## config.mk

```make
export PLATFORM = sky130hd
export DESIGN_NAME = prod_accumulator
export DESIGN_NICKNAME = d
export VERILOG_FILES = /design/src/rtl/prod_accumulator.sv
export SDC_FILE = /design/constraint.sdc
export NUM_CORES = 1
export LEC_CHECK = 0
export ABC_CLOCK_PERIOD_IN_PS = 5100
export CORE_UTILIZATION = 55
export CTS_CLUSTER_SIZE = 24
export DETAILED_ROUTE_END_ITERATION = 16
export MAX_ROUTING_LAYER = met4
export PLACE_DENSITY_LB_ADDON = 0.3
export REMOVE_ABC_BUFFERS = 1
export SETUP_SLACK_MARGIN = 0.02
export SLEW_MARGIN = 30
export SYNTH_ARGS = -nofsm -noshare
export SYNTH_HDL_FRONTEND = slang
export SYNTH_SLANG_ARGS = --single-unit
```

## constraint.sdc

```tcl
create_clock -name clk -period 5.1 [get_ports clk]
set_input_delay 1.02 -clock clk [delete_from_list [all_inputs] [get_ports clk]]
set_output_delay 1.02 -clock clk [all_outputs]
set_load 0.01 [all_outputs]
```

## src/rtl/prod_accumulator.sv

```systemverilog
`default_nettype none
// +----------------------------------------------------------------------------+
// | Module   : prod_accumulator                                                |
// | Purpose  : Sums VEC_LEN multiplier products per result, valid/ready on     |
// |            both sides. Optional macro PROD_ACC_SAT_EN: saturating adds.    |
// | Revision : 1.0                                                             |
// +----------------------------------------------------------------------------+
module prod_accumulator #(
    parameter int VEC_LEN = 4,
    parameter int ACC_W   = 10
) (
    input  logic             clk,
    input  logic             rst_n,
    input  logic             clr,
    input  logic             in_valid,
    input  logic [7:0]       prod,
    output logic             in_ready,
    output logic             out_valid,
    input  logic             out_ready,
    output logic [ACC_W-1:0] out_sum,
    output logic             out_ovf,
    output logic [7:0]       elem_cnt
);

    typedef enum logic [0:0] {
        ST_ACCUM = 1'b0,
        ST_DONE  = 1'b1
    } state_t;

    localparam logic [7:0] c_LAST = 8'(VEC_LEN - 1);

    state_t           r_state;
    state_t           w_state_next;
    logic [ACC_W-1:0] r_acc;
    logic [ACC_W-1:0] r_out_sum;
    logic [7:0]       r_cnt;
    logic             r_in_ready;
    logic             r_out_valid;
    logic             r_ovf;
    logic             r_out_ovf;

    logic [ACC_W:0]   w_sum;
    logic [ACC_W-1:0] w_add_res;
    logic             w_carry;
    logic             w_accept;
    logic             w_last;

    assign w_accept = in_valid && r_in_ready && (r_state == ST_ACCUM);
    assign w_last   = (r_cnt == c_LAST);
    assign w_sum    = {1'b0, r_acc} + {{(ACC_W-7){1'b0}}, prod};
    assign w_carry  = w_sum[ACC_W];

`ifdef PROD_ACC_SAT_EN
    // A clamped accumulator carries again on any non-zero add, so it stays pinned.
    assign w_add_res = w_carry ? {ACC_W{1'b1}} : w_sum[ACC_W-1:0];
`else
    assign w_add_res = w_sum[ACC_W-1:0];
`endif

    always_comb begin
        w_state_next = r_state;
        if (clr) begin
            w_state_next = ST_ACCUM;
        end else begin
            case (r_state)
                ST_ACCUM: if (w_accept && w_last) w_state_next = ST_DONE;
                ST_DONE:  if (out_ready)          w_state_next = ST_ACCUM;
                default:                          w_state_next = ST_ACCUM;
            endcase
        end
    end

    always_ff @(posedge clk or negedge rst_n) begin
        if (!rst_n) begin
            r_state <= ST_ACCUM;
        end else begin
            r_state <= w_state_next;
        end
    end

    always_ff @(posedge clk or negedge rst_n) begin
        if (!rst_n) begin
            r_acc       <= '0;
            r_cnt       <= '0;
            r_ovf       <= 1'b0;
            r_out_sum   <= '0;
            r_out_ovf   <= 1'b0;
            r_out_valid <= 1'b0;
            r_in_ready  <= 1'b0;
        end else if (clr) begin
            r_acc       <= '0;
            r_cnt       <= '0;
            r_ovf       <= 1'b0;
            r_out_valid <= 1'b0;
            r_in_ready  <= 1'b1;
        end else begin
            case (r_state)
                ST_ACCUM: begin
                    r_in_ready <= 1'b1;
                    if (w_accept) begin
                        if (w_last) begin
                            r_out_sum   <= w_add_res;
                            r_out_ovf   <= r_ovf | w_carry;
                            r_out_valid <= 1'b1;
                            r_in_ready  <= 1'b0;
                            r_acc       <= '0;
                            r_cnt       <= '0;
                            r_ovf       <= 1'b0;
                        end else begin
                            r_acc <= w_add_res;
                            r_cnt <= r_cnt + 8'd1;
                            r_ovf <= r_ovf | w_carry;
                        end
                    end
                end
                ST_DONE: begin
                    if (out_ready) begin
                        r_out_valid <= 1'b0;
                        r_in_ready  <= 1'b1;
                    end
                end
                default: begin
                    r_out_valid <= 1'b0;
                end
            endcase
        end
    end

    assign in_ready  = r_in_ready;
    assign out_valid = r_out_valid;
    assign out_sum   = r_out_sum;
    assign out_ovf   = r_out_ovf;
    assign elem_cnt  = r_cnt;

endmodule
`default_nettype wire

```

Track usage over the die:
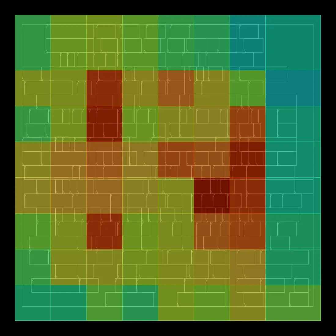
global-route total usage across every layer: 0.258
met2 global-route usage: 0.362
GRT Max-Usage Layer: met2

Where the registers sit:
Other sequential cells in the stronger gray, the rest of the logic in the fainter gray.
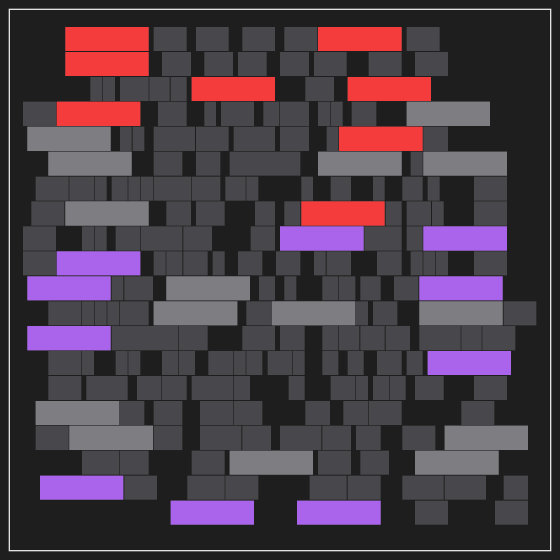
Purple shows out_sum, flops 10. Red shows elem_cnt, flops 8.
Another 15 sequential cells are not colored.

==> run_results.csv <==
group,metric,value,unit
setup_path,endpoint_kind,"flop",
detailed_routing,drt-total-wl,3840,um
pwr,p_seq_frac,0.486,
placed_design,place_area,2150,um^2
logic_synthesis,postSynth.asyncResetShare,1.00,
logic_synthesis,yosysWarnings,0,
detailed_routing,wl_met2,1760,um
layout,clkbuf_count,8,
logic_synthesis,synth_dominant_cell_count,"dfrtp_1",
layout,nNonClkBuffers,34,
pwr,cellPowerDensity,288,nW/um^2
final_timing,drv_slew,0,
detailed_routing,num_vias,1461,
layout,diodes,0,
setup_path,reg2reg_slack,2.92,ns
layout,logic_area,925,um^2
final_timing,setup_ws,2.24,ns
cts,post-cts-setup-buffers,0,
layout,utilization,0.722,
placed_design,dp_cells,243,
layout,seq_cell_count,33,
die,die_x,58.9,um
logic_synthesis,ys_ff,33,
setup_path,start_kind,"input pin",
layout,dominant_cells,"logic gates",
detailed_routing,wire_per_inst,15.3,um
final_timing,slew_headroom,0.541,
flow_run,maxCapViolations,0,
setup_path,rr_startpoint,"elem_cnt[0]$_DFFE_PN0P_",
cts,cts_root_buf,"clkbuf_4",
cts,cts.path.max_buffers,2,
outcome,outcome,"finished clean",
logic_synthesis,ys_cells,170,
logic_synthesis,yosys-top-cells-count,"dfrtp_1 (33), nand2_1 (18), nor2_1 (13), ha_1 (9)",
setup_path,crit_start,"clr",
grt,grt_pass1_wl,6350,um
hold_path,holdPathStages,2,
layout,flop_area,826,um^2
cts,post_cts_resized,0,
placed_design,pre_cts_slack,1.94,ns
layout,mostFrequentLayoutCells,"dfrtp_1 (33), clkdlybuf4s50_1 (33), nand2_1 (18)",
grt,met3_usage,0.0484,
cts,cts_tree,"yes",
layout,buf_share,0.153,
final_timing,rsz0062_at_grt,"no",
die,die_height,58.9,um
final_timing,finalClockPeriodUsage,0.561,
grt,antenna_found_initial,0,
logic_synthesis,synthDominantCellAreaShare,0.463,
setup_path,r2r_end,"out_sum[9]$_DFFE_PN0P_",
pwr,p_int,441,uW
logic_synthesis,edf_count,0,
The metal 1 layer:
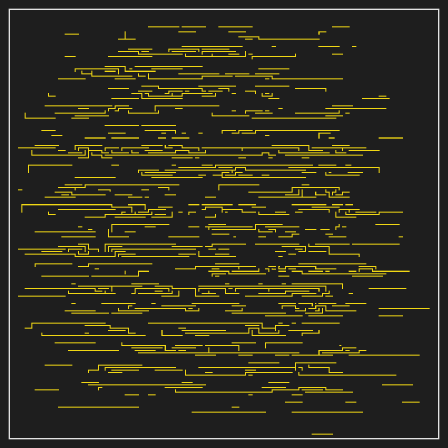
The longest straight run is 22.1 um. The layer carries 1890 um of wire. The wires run mostly horizontal. 206 nets have wire on it. The layer holds 49% of the routed length.

Clock wires, drivers and flops:
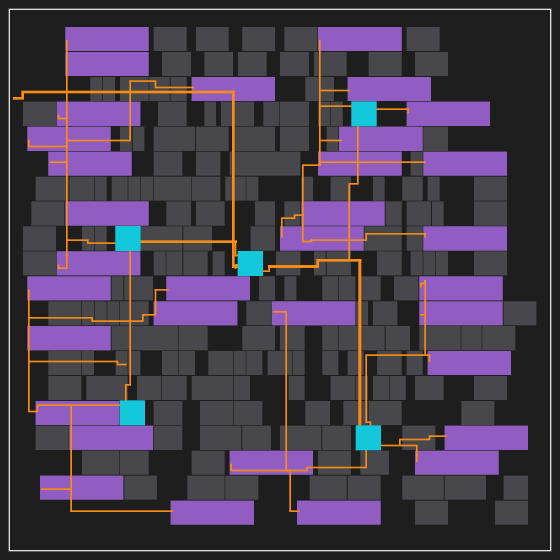
Orange shows clock wires, length 426 um. Purple shows flip-flops, count 33. Cyan shows clock-net drivers, count 5.
Position of the flops: spread over the die.

==> cell families (layout without fill, tap and decap cells) <==
kind of cell / count (synthesis) / after routing / synth area share
XOR/XNOR: 10 / 10 / 0.0491
adder cells (fa/ha/maj): 10 / 10 / 0.0744
flip-flops: 33 / 33 / 0.463
AND/OR/NAND/NOR: 52 / 52 / 0.158
AND-OR/OR-AND: 53 / 53 / 0.213
multiplexers: 4 / 4 / 0.0246
buffers and inverters: 8 / 45 / 0.0182
==> power by group through the flow <==
stage / clock [uW] / combinational, uW / sequential (uW)
floorplan: 0 / 99.0 / 321
global placement: 0 / 180 / 313
detailed placement: 0 / 184 / 314
CTS: 143 / 186 / 309
global route: 153 / 203 / 313
finish: 140 / 186 / 309
Power and IR drop assume default switching activity.
